### M1 wires, run 1

Bar = 100 µm.
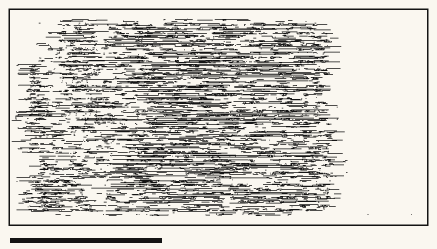
### Metal 2, run 1

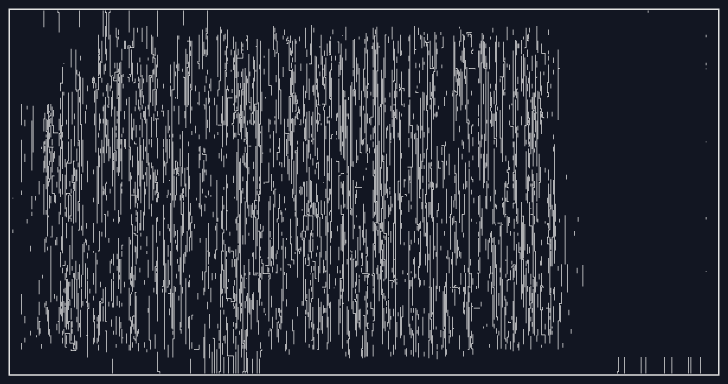
### M3 wires, run 1

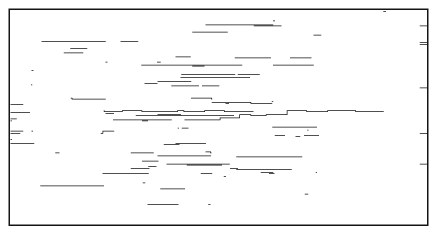
[config.mk]
export PLATFORM = sky130hd
export DESIGN_NAME = fan_current_sampler
export DESIGN_NICKNAME = d
export VERILOG_FILES = /design/src/rtl/fan_current_pkg.sv /design/src/rtl/ltc2308_spi_xfer.sv /design/src/rtl/fan_current_sampler.sv
export SDC_FILE = /design/constraint.sdc
export NUM_CORES = 1
export LEC_CHECK = 0
export ABC_AREA = 1
export CAP_MARGIN = 20
export CORE_ASPECT_RATIO = 0.5
export CORE_MARGIN = 4
export CORE_UTILIZATION = 40
export DETAILED_ROUTE_END_ITERATION = 12
export PLACE_DENSITY = 0.57
export SYNTH_ARGS = -nofsm -noshare
export SYNTH_HDL_FRONTEND = slang
export SYNTH_SLANG_ARGS = --single-unit
export TNS_END_PERCENT = 100
[constraint.sdc]
create_clock -name i_clock -period 12.2 [get_ports i_clock]
set_clock_uncertainty 0.2 [all_clocks]
set_input_delay 2.44 -clock i_clock [delete_from_list [all_inputs] [get_ports i_clock]]
set_output_delay 2.44 -clock i_clock [all_outputs]
set_load 0.1 [all_outputs]
[src/rtl/fan_current_pkg.sv]
// rtl/fan_current_pkg.sv - shared state type, ADC width and LTC2308 config-word layout
package fan_current_pkg;

  typedef enum logic [2:0] {ST_IDLE, ST_CONV, ST_SETUP, ST_SHIFT, ST_ACCUM} state_t;

  localparam int ADC_BITS = 12;
  localparam int CFG_BITS = 6;

  localparam int CFG_SD  = 5;
  localparam int CFG_OS  = 4;
  localparam int CFG_S1  = 3;
  localparam int CFG_S0  = 2;
  localparam int CFG_UNI = 1;
  localparam int CFG_SLP = 0;

  // Single-ended, unipolar, awake; channel bits scattered as the LTC2308 expects them
  function automatic logic [CFG_BITS-1:0] cfg_word(input logic [2:0] channel);
    logic [CFG_BITS-1:0] w;
    w          = '0;
    w[CFG_SD]  = 1'b1;
    w[CFG_OS]  = channel[0];
    w[CFG_S1]  = channel[2];
    w[CFG_S0]  = channel[1];
    w[CFG_UNI] = 1'b1;
    w[CFG_SLP] = 1'b0;
    return w;
  endfunction

endpackage

[src/rtl/ltc2308_spi_xfer.sv]
// rtl/ltc2308_spi_xfer.sv - one LTC2308 CONVST/SPI transaction: convert, shift config out and result in
module ltc2308_spi_xfer
  import fan_current_pkg::*;
#(
  parameter int SCK_DIV     = 2,
  parameter int CONV_CYCLES = 100,
  parameter int CHANNEL     = 0
) (
  input  logic                i_clk,
  input  logic                i_rst,
  input  logic                i_start,
  input  logic                i_sdo,
  output logic                o_busy,
  output logic                o_done,
  output logic                o_convst,
  output logic                o_sck,
  output logic                o_sdi,
  output logic [ADC_BITS-1:0] o_data
);

  localparam int CNT_MAX = (CONV_CYCLES > SCK_DIV) ? CONV_CYCLES : SCK_DIV;
  localparam int CNT_W   = $clog2(CNT_MAX + 1);
  localparam logic [CNT_W-1:0]    CONV_LAST = CNT_W'(CONV_CYCLES - 1);
  localparam logic [CNT_W-1:0]    HALF_LAST = CNT_W'(SCK_DIV - 1);
  localparam logic [3:0]          LAST_BIT  = 4'(ADC_BITS - 1);
  localparam logic [CFG_BITS-1:0] CFG       = cfg_word(3'(CHANNEL));

  state_t              r_state, w_state_n;
  logic [CNT_W-1:0]    r_cnt, w_cnt_n;
  logic                r_sck, w_sck_n;
  logic [3:0]          r_bit, w_bit_n;
  logic [CFG_BITS-1:0] r_cfg, w_cfg_n;
  logic [ADC_BITS-1:0] r_shift, w_shift_n;

  always_ff @(posedge i_clk or posedge i_rst) begin
    if (i_rst) begin
      r_state <= ST_IDLE;
      r_cnt   <= '0;
      r_sck   <= 1'b0;
      r_bit   <= '0;
      r_cfg   <= '0;
      r_shift <= '0;
    end else begin
      r_state <= w_state_n;
      r_cnt   <= w_cnt_n;
      r_sck   <= w_sck_n;
      r_bit   <= w_bit_n;
      r_cfg   <= w_cfg_n;
      r_shift <= w_shift_n;
    end
  end

  // r_cfg doubles as the SDI shifter: it empties to zero after six falling edges
  always_comb begin
    w_state_n = r_state;
    w_cnt_n   = r_cnt;
    w_sck_n   = r_sck;
    w_bit_n   = r_bit;
    w_cfg_n   = r_cfg;
    w_shift_n = r_shift;
    case (r_state)
      ST_IDLE: begin
        if (i_start) begin
          w_state_n = ST_CONV;
          w_cnt_n   = '0;
        end
      end
      ST_CONV: begin
        if (r_cnt == CONV_LAST) begin
          w_state_n = ST_SETUP;
          w_cnt_n   = '0;
          w_cfg_n   = CFG;
        end else begin
          w_cnt_n = r_cnt + 1'b1;
        end
      end
      ST_SETUP: begin
        w_state_n = ST_SHIFT;
        w_cnt_n   = '0;
        w_bit_n   = '0;
        w_sck_n   = 1'b0;
      end
      ST_SHIFT: begin
        if (r_cnt != HALF_LAST) begin
          w_cnt_n = r_cnt + 1'b1;
        end else begin
          w_cnt_n = '0;
          w_sck_n = ~r_sck;
          if (!r_sck) begin
            w_shift_n = {r_shift[ADC_BITS-2:0], i_sdo};
          end else begin
            w_cfg_n = {r_cfg[CFG_BITS-2:0], 1'b0};
            if (r_bit == LAST_BIT) w_state_n = ST_ACCUM;
            else                   w_bit_n   = r_bit + 1'b1;
          end
        end
      end
      ST_ACCUM: w_state_n = ST_IDLE;
      default:  w_state_n = ST_IDLE;
    endcase
  end

  assign o_busy   = (r_state != ST_IDLE);
  assign o_done   = (r_state == ST_ACCUM);
  assign o_convst = (r_state == ST_CONV);
  assign o_sck    = r_sck;
  assign o_sdi    = r_cfg[CFG_BITS-1];
  assign o_data   = r_shift;

endmodule

[src/rtl/fan_current_sampler.sv]
// rtl/fan_current_sampler.sv - periodic LTC2308 sampling with a boxcar moving average of fan current
module fan_current_sampler
  import fan_current_pkg::*;
#(
  parameter int SCK_DIV       = 2,
  parameter int CONV_CYCLES   = 100,
  parameter int SAMPLE_PERIOD = 5000,
  parameter int AVG_LOG2      = 4,
  parameter int CHANNEL       = 0
) (
  input  logic                i_clock,
  input  logic                i_reset,
  input  logic                i_enable,
  output logic                o_adc_convst,
  output logic                o_adc_sck,
  output logic                o_adc_sdi,
  input  logic                i_adc_sdo,
  output logic [31:0]         o_current_average,
  output logic [ADC_BITS-1:0] o_sample_raw,
  output logic                o_sample_valid,
  output logic                o_overrun
);

  localparam int DEPTH  = 1 << AVG_LOG2;
  localparam int SUM_W  = ADC_BITS + AVG_LOG2;
  localparam int TICK_W = $clog2(SAMPLE_PERIOD);
  localparam logic [TICK_W-1:0] TICK_LAST = TICK_W'(SAMPLE_PERIOD - 1);

  logic [TICK_W-1:0]   r_tick_cnt;
  logic                r_enable_d;
  logic                r_discard;
  logic [ADC_BITS-1:0] r_ring [DEPTH];
  logic [AVG_LOG2-1:0] r_wr_ptr;
  logic [SUM_W-1:0]    r_sum;
  logic [31:0]         r_avg;
  logic [ADC_BITS-1:0] r_raw;
  logic                r_valid;
  logic                r_overrun;

  logic                w_tick, w_start, w_busy, w_done, w_accept, w_en_rise;
  logic [ADC_BITS-1:0] w_data;
  logic [SUM_W-1:0]    w_sum_next;

  assign w_tick     = (r_tick_cnt == TICK_LAST);
  assign w_start    = w_tick && i_enable && !w_busy;
  assign w_en_rise  = i_enable && !r_enable_d;
  assign w_accept   = w_done && !r_discard;
  // sum always holds at least the oldest entry, so the subtraction cannot wrap
  assign w_sum_next = r_sum + SUM_W'(w_data) - SUM_W'(r_ring[r_wr_ptr]);

  ltc2308_spi_xfer #(
    .SCK_DIV     (SCK_DIV),
    .CONV_CYCLES (CONV_CYCLES),
    .CHANNEL     (CHANNEL)
  ) u_xfer (
    .i_clk    (i_clock),
    .i_rst    (i_reset),
    .i_start  (w_start),
    .i_sdo    (i_adc_sdo),
    .o_busy   (w_busy),
    .o_done   (w_done),
    .o_convst (o_adc_convst),
    .o_sck    (o_adc_sck),
    .o_sdi    (o_adc_sdi),
    .o_data   (w_data)
  );

  always_ff @(posedge i_clock or posedge i_reset) begin
    if (i_reset) begin
      r_tick_cnt <= '0;
      r_enable_d <= 1'b0;
      r_discard  <= 1'b1;
      for (int i = 0; i < DEPTH; i++) r_ring[i] <= '0;
      r_wr_ptr   <= '0;
      r_sum      <= '0;
      r_avg      <= '0;
      r_raw      <= '0;
      r_valid    <= 1'b0;
      r_overrun  <= 1'b0;
    end else begin
      r_tick_cnt <= w_tick ? '0 : r_tick_cnt + 1'b1;
      r_enable_d <= i_enable;
      // the ADC returns the previous transaction's channel, so the first result after a restart is stale
      if (w_en_rise)   r_discard <= 1'b1;
      else if (w_done) r_discard <= 1'b0;
      r_overrun  <= w_tick && w_busy;
      r_valid    <= w_accept;
      if (w_accept) begin
        r_ring[r_wr_ptr] <= w_data;
        r_wr_ptr         <= r_wr_ptr + 1'b1;
        r_sum            <= w_sum_next;
        r_avg            <= {{(32-ADC_BITS){1'b0}}, w_sum_next[SUM_W-1:AVG_LOG2]};
        r_raw            <= w_data;
      end
    end
  end

  assign o_current_average = r_avg;
  assign o_sample_raw      = r_raw;
  assign o_sample_valid    = r_valid;
  assign o_overrun         = r_overrun;

endmodule

==> impl_metrics.py, run 1 <==
# Generated from Yosys and OpenROAD reports
metrics = {
    "setup_path": {
        "worstReg2RegEnd": "r_sum[6]$_DFFE_PP0P_",
        "r2r-start": "r_wr_ptr[1]$_DFFE_PP0P_",
        "end_kind": "primary output",
        "critPathMaxFanout": 5,
        "critPathRequiredTime_ns": 9.56,
        "critPathLaunchType": "flop",
    },
    "synthesis": {
        "ys_ff": 273,
        "most_common_cell": "nand2_1",
        "mux_share_pct": 0,
        "ys_cells": 1769,
        "synth-main-ff-cell": "dfrtp_1",
        "top_logic_kind": "simple AND/OR/NAND/NOR gates",
    },
    "power": {
        "pg_seq_mw": 0.906,
        "report.power.total_mw": 1.860,
        "comb_power_share_pct": 2.6,
        "p_seq_share_pct": 48.7,
    },
    "final_timing": {
        "timing.final.setup_violations": 0,
        "relSlewSlack_pct": 29.97,
        "fin_hold_ws_ns": 0.1971,
        "setup_ws_ns": 6.842,
        "setup-tns-final_ns": 0,
        "worst_pin_slew_ns": 1.047,
        "finalCriticalPeriod_ns": 5.358,
    },
    "global_routing": {
        "grt_max_degree": 152,
        "grt_pass1_vias": 10590,
    },
    "layout": {
        "inverters": 253,
        "drive_gt1_share_pct": 6.769,
        "fill_cells": 3480,
        "nClkBuffers": 42,
        "num_antenna_cells": 0,
        "layout_top_cell": "nand2_1",
        "layout_top_cells": "421 x nand2_1, 270 x dfrtp_1, 265 x o21ai_0",
        "largest_reg_flops": 192,
    },
    "hold_path": {
        "hold_path_class": "reg -> reg",
        "hold_depth": 1,
        "hold_start": "r_enable_d$_DFF_PP0_",
    },
    "cts": {
        "cts.clk_slew.worst_paths_ns": 0.06,
        "cts_resized": 0,
        "postCtsSetupBuffers": 0,
    },
    "placed_design": {
        "dp_slack_ns": 7.222,
        "placed_cells": 2182,
        "gp_congestion": 0.8270,
    },
    "die": {
        "fp-utilization_pct": 40.95,
        "die_y_um": 141.4,
        "io_pins": 53,
        "tap-cell-count": 475,
    },
    "routing": {
        "vias": 10880,
        "ant_nets": 0,
    },
    "run_status": {
        "status": "complete, no violations",
    },
    "flow_run": {
        "drv_cap": 0,
    },
}
## Picture notes: 'M1 wires'
- nets with wire on the layer: 1662
- wire length on this layer: 17900 µm

## Picture notes: 'Metal 2'
- nets with wire on the layer: 1291
- longest straight run: 92.5 µm

## Picture notes: 'M3 wires'
- longest straight run: 66.2 µm
- nets with wire on the layer: 58
- main direction: horizontal
- wire length on this layer: 1470 µm
- share of all routed wire: 4.2%

run 1: metal layers:
metal	global-route usage (%)	vias up	wire length, µm
li1	-	5514	-
met3	3.261	39	1468
met1	27.64	5188	17930
met2	28.82	139	14970
met4	3.391	0	599
met5	0	-	0
run 1: worst max-delay path by stage:
stage,to,slack (ns),depth (start not counted)
after global placement,r_ring[170]$_DFFE_PP0P_,7.19,3
after CTS,o_adc_convst,6.79,5
after global routing,o_adc_convst,6.69,5
after detailed placement,r_ring[170]$_DFFE_PP0P_,7.22,3
after floorplan,o_overrun$_DFF_PP0_,2.04,1
final,o_adc_convst,6.84,5
run 1: worst max-delay path, cell delays in order, from the launching register on:
cell             delay (ns)
dfrtp_1                0.40
inv_1                  0.11
nor2_4                 0.15
inv_1                  0.07
nor2_1                 0.24
clkdlybuf4s50_1        1.20
### M4 wires, run 1

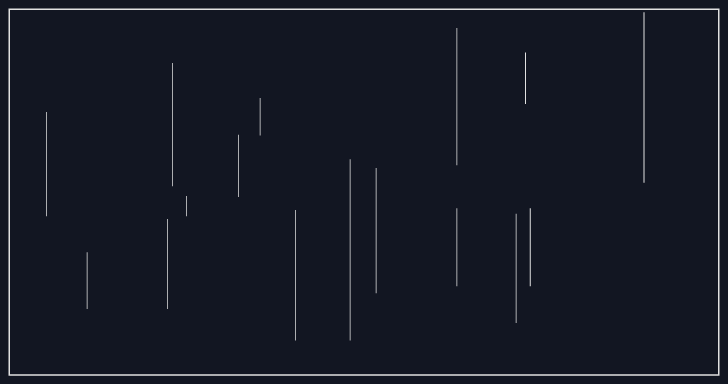

==> run 1 -> run 2 <==
clock period = 5.6 ns   (was 12.2 ns; I/O delays follow)
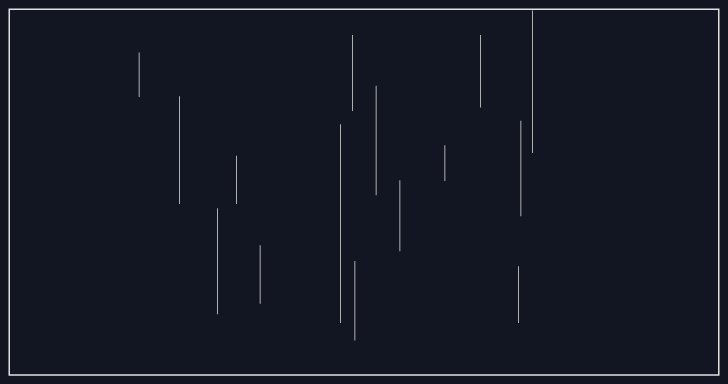
*M4 wires, run 2*
- nets with wire on the layer: 7
- share of all routed wire: 1.4%
- wire length on this layer: 501 µm
- main direction: vertical
- longest straight run: 76.8 µm

==> run 2 against run 1 <==
Net effect:
- wire length increased by 2.7%
- synthesized cell count stayed put
- flip-flop count did not move
- cell area rose by 0.98%
- worst setup slack worse by 5.6 ns
- highest routed layer unchanged
- sequential share of layout area down 0.43 points
- global-route usage rose by 0.16 points
==> impl_metrics.py, run 2 <==
# Generated from Yosys and OpenROAD reports
metrics = {
    "run_status": {
        "status": "complete, no violations",
    },
    "setup_path": {
        "crit_slowest_cell": "dfrtp_4",
        "r2r-start": "r_wr_ptr[0]$_DFFE_PP0P_",
        "end_kind": "flop",
        "critPathMaxFanout": 65,
        "path_delay_family": "simple AND/OR/NAND/NOR gates",
        "worstReg2RegEnd": "r_sum[6]$_DFFE_PP0P_",
        "crit_path_frequent_cell": "nand2_1",
        "path_depth": 16,
        "crit_path_end": "r_sum[6]$_DFFE_PP0P_",
        "slowest_delay_ns": 0.87,
        "critPathRequiredTime_ns": 5.81,
        "critPathLaunchType": "flop",
        "crit_chain": "inv_2 > buf_12 > o21ai_0 > nand2_1 > nand2_1 > nand4_1 > fa_1 > inv_1 > fa_1 > nand2_1 > nand2_1 > nand3_1 > nand2_1 > or2_2 > nand3_1 > o21ai_0",
    },
    "layout": {
        "drive_gt1_share_pct": 7.426,
        "num_antenna_cells": 0,
    },
    "placed_design": {
        "placed_cells": 2186,
        "gp_congestion": 0.8536,
    },
    "synthesis": {
        "ys_cells": 1769,
        "most_common_cell": "nand2_1",
        "top_logic_kind": "simple AND/OR/NAND/NOR gates",
        "mux_share_pct": 0,
        "ys_ff": 273,
        "synth-main-ff-cell": "dfrtp_1",
    },
    "routing": {
        "wl_met1_mm": 18.20,
        "ant_nets": 0,
        "vias": 10880,
        "top_layer": "met4",
        "dr_wl_met3_mm": 1.779,
        "wl_met2_mm": 15.43,
    },
    "die": {
        "io_pins": 53,
        "fp-utilization_pct": 40.95,
    },
    "global_routing": {
        "grt_pass1_vias": 10170,
    },
    "cts": {
        "cts_resized": 0,
        "cts.clk_slew.worst_paths_ns": 0.06,
        "postCtsSetupBuffers": 0,
    },
    "hold_path": {
        "hold_path_class": "reg -> reg",
        "hold_start": "r_enable_d$_DFF_PP0_",
        "hold_depth": 1,
    },
    "final_timing": {
        "worst_pin_slew_ns": 1.092,
        "timing.final.setup_violations": 0,
        "setup_ws_ns": 1.236,
        "fin_hold_ws_ns": 0.1939,
        "setup-tns-final_ns": 0,
    },
}
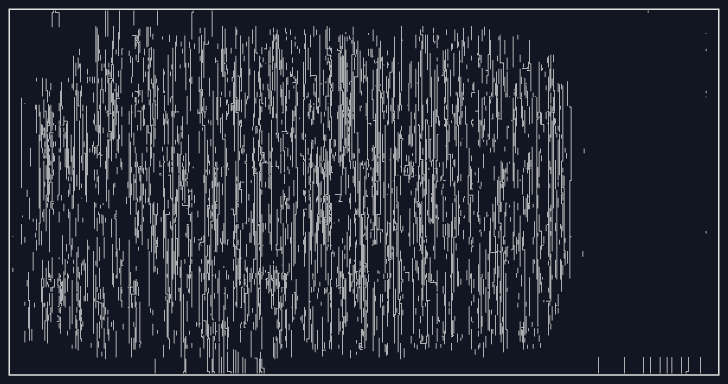
*Metal 2, run 2*
- share of all routed wire: 43%
- wire length on this layer: 15400 µm
- longest straight run: 89.8 µm
- main direction: vertical

[run 2: cell types whose count changed in the layout (fill, tap and decap cells not counted), sizes merged]
cell / delta
clkinv: +4
clkinvlp: +2
clkbuf: -6
buf: +3
inv: +1
bufinv: +2
[run 2: layout make-up]
class,count,area (µm²)
timing repair buffer,50,543.0
fill,3411,18970
multi-input combinational,1136,5816
sequential,273,6838
clock inverter,15,239.0
tap,475,594.3
inverter,253,954.7
clock buffer,37,815.8
[run 2: where the power goes]
part	total, mW	internal (mW)	switching [mW]	leakage, nW
clock	2.14	1.30	0.832	0.521
sequential	1.97	1.97	0.00149	3.77
combinational	0.110	0.00960	0.100	3.08
[run 2: routing by layer]
layer,track usage [%],vias to the layer above
met1,28.97,5085
met3,2.856,38
met2,28.23,235
li1,-,5523
met5,0,-
met4,3.095,0
### M3 wires, run 2

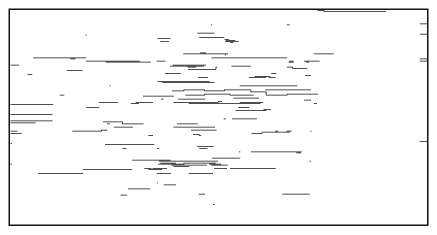

==> run 2 -> run 3 <==
PLACE_DENSITY = 0.59   (was 0.57)
clock period = 3.73 ns   (was 5.6 ns; I/O delays follow)
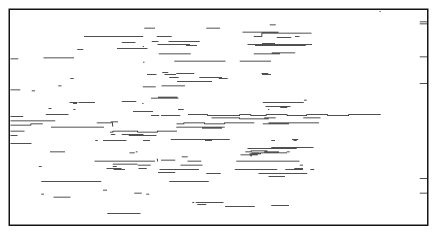
*M3 wires, run 3*
- nets with wire on the layer: 105
- wire length on this layer: 1990 µm
- main direction: horizontal
- share of all routed wire: 5.5%
- longest straight run: 42.3 µm

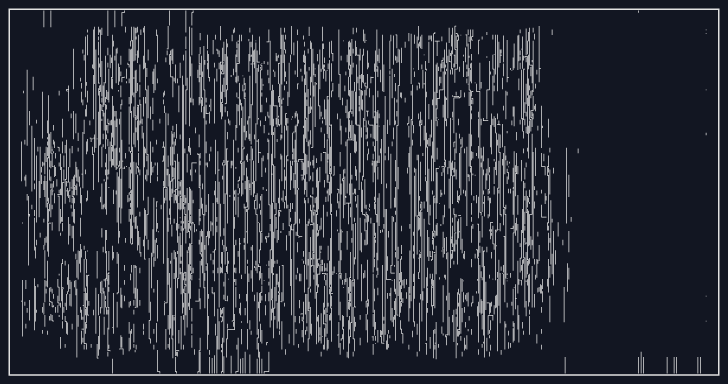
*Metal 2, run 3*
- main direction: vertical
- share of all routed wire: 44%
- longest straight run: 92.1 µm

==> run 3 against run 2 <==
Net effect:
- count of clock-buffer cells in the layout rose by 2
- clock power is 31% higher
- largest power group is now registers
- combinational power rose by 48%
- fmax increased by 22%
- hold slack improved by 0.0061 ns
- largest cell class unchanged
- sequential power rose by about 50%
- critical endpoint unchanged
- utilization grew 0.53 points
==> impl_metrics.py, run 3 <==
# Generated from Yosys and OpenROAD reports
metrics = {
    "run_status": {
        "status": "complete, no violations",
    },
    "layout": {
        "seq-cell-share_pct": 42.78,
        "flop_area_um2": 6838,
        "nClkBuffers": 39,
        "inverters": 253,
        "seq_cells": 273,
        "fill_cells": 3430,
        "buf_share_pct": 5.284,
        "num_antenna_cells": 0,
        "logic_area_um2": 5853,
        "logic_gate_count": 1136,
        "largestClassByArea": "flip-flops and latches",
    },
    "hold_path": {
        "hold_depth": 1,
        "hold_start": "r_enable_d$_DFF_PP0_",
    },
    "setup_path": {
        "crit_slowest_cell": "fa_1",
        "slowest_delay_ns": 0.57,
        "crit_path_frequent_cell": "nand2_1",
        "path_depth": 15,
        "critPathMaxFanout": 54,
        "end_kind": "flop",
        "r2r-start": "r_wr_ptr[0]$_DFFE_PP0P_",
        "crit_chain": "buf_12 > o21ai_0 > nand2_1 > nand2_1 > nand4_1 > fa_1 > inv_1 > ha_1 > nand2_1 > inv_1 > nand3_1 > nand2_1 > or2_2 > nand3_1 > o21ai_0",
        "critPathLaunchType": "flop",
    },
    "power": {
        "switching_share_pct": 22.14,
        "comb_power_share_pct": 2.8,
        "pwr-share-clk_pct": 47.3,
    },
    "placed_design": {
        "placed_cells": 2218,
        "gp_congestion": 0.8458,
    },
    "synthesis": {
        "ys_cells": 1769,
        "synth-main-ff-cell": "dfrtp_1",
        "most_common_cell": "nand2_1",
    },
    "global_routing": {
        "busiest_layer": "met2",
        "grt_pass1_vias": 10570,
        "use_met1_pct": 28.39,
        "met2_usage_pct": 30.25,
        "grt_util_met3_pct": 3.075,
    },
    "cts": {
        "cts.clk_slew.worst_paths_ns": 0.06,
    },
    "die": {
        "tap-cell-count": 475,
        "io_pins": 53,
        "fp-utilization_pct": 40.95,
    },
    "routing": {
        "ant_nets": 0,
        "vias": 11150,
    },
}
==> run 3: cell count changes in the layout (fill, tap and decap cells not counted), sizes merged <==
cell / delta
clkinv: -3
buf: +45
inv: -1
clkbuf: +4
bufinv: -3
clkinvlp: -1
clkdlybuf4s50: -14
==> run 3: metrics by stage <==
step | setup slack (ns) | TNS (ns) | hold slack, ns
after floorplan | -0.8246 | -224.29 | 0.1749
after global placement | 0.1304 | 0 | 0.1814
after detailed placement | 0.1323 | 0 | 0.1946
after CTS | 0.1140 | 0 | 0.2022
after global routing | -0.03982 | -0.03982 | 0.2247
final | 0.1456 | 0 | 0.2000
==> run 3: timing repair <==
item	4_1_cts	5_1_grt
setup endpoints to repair	0	7
hold buffers	0	0
resized	0	15
No activity file was given, so power comes from the tool's default toggle rates.
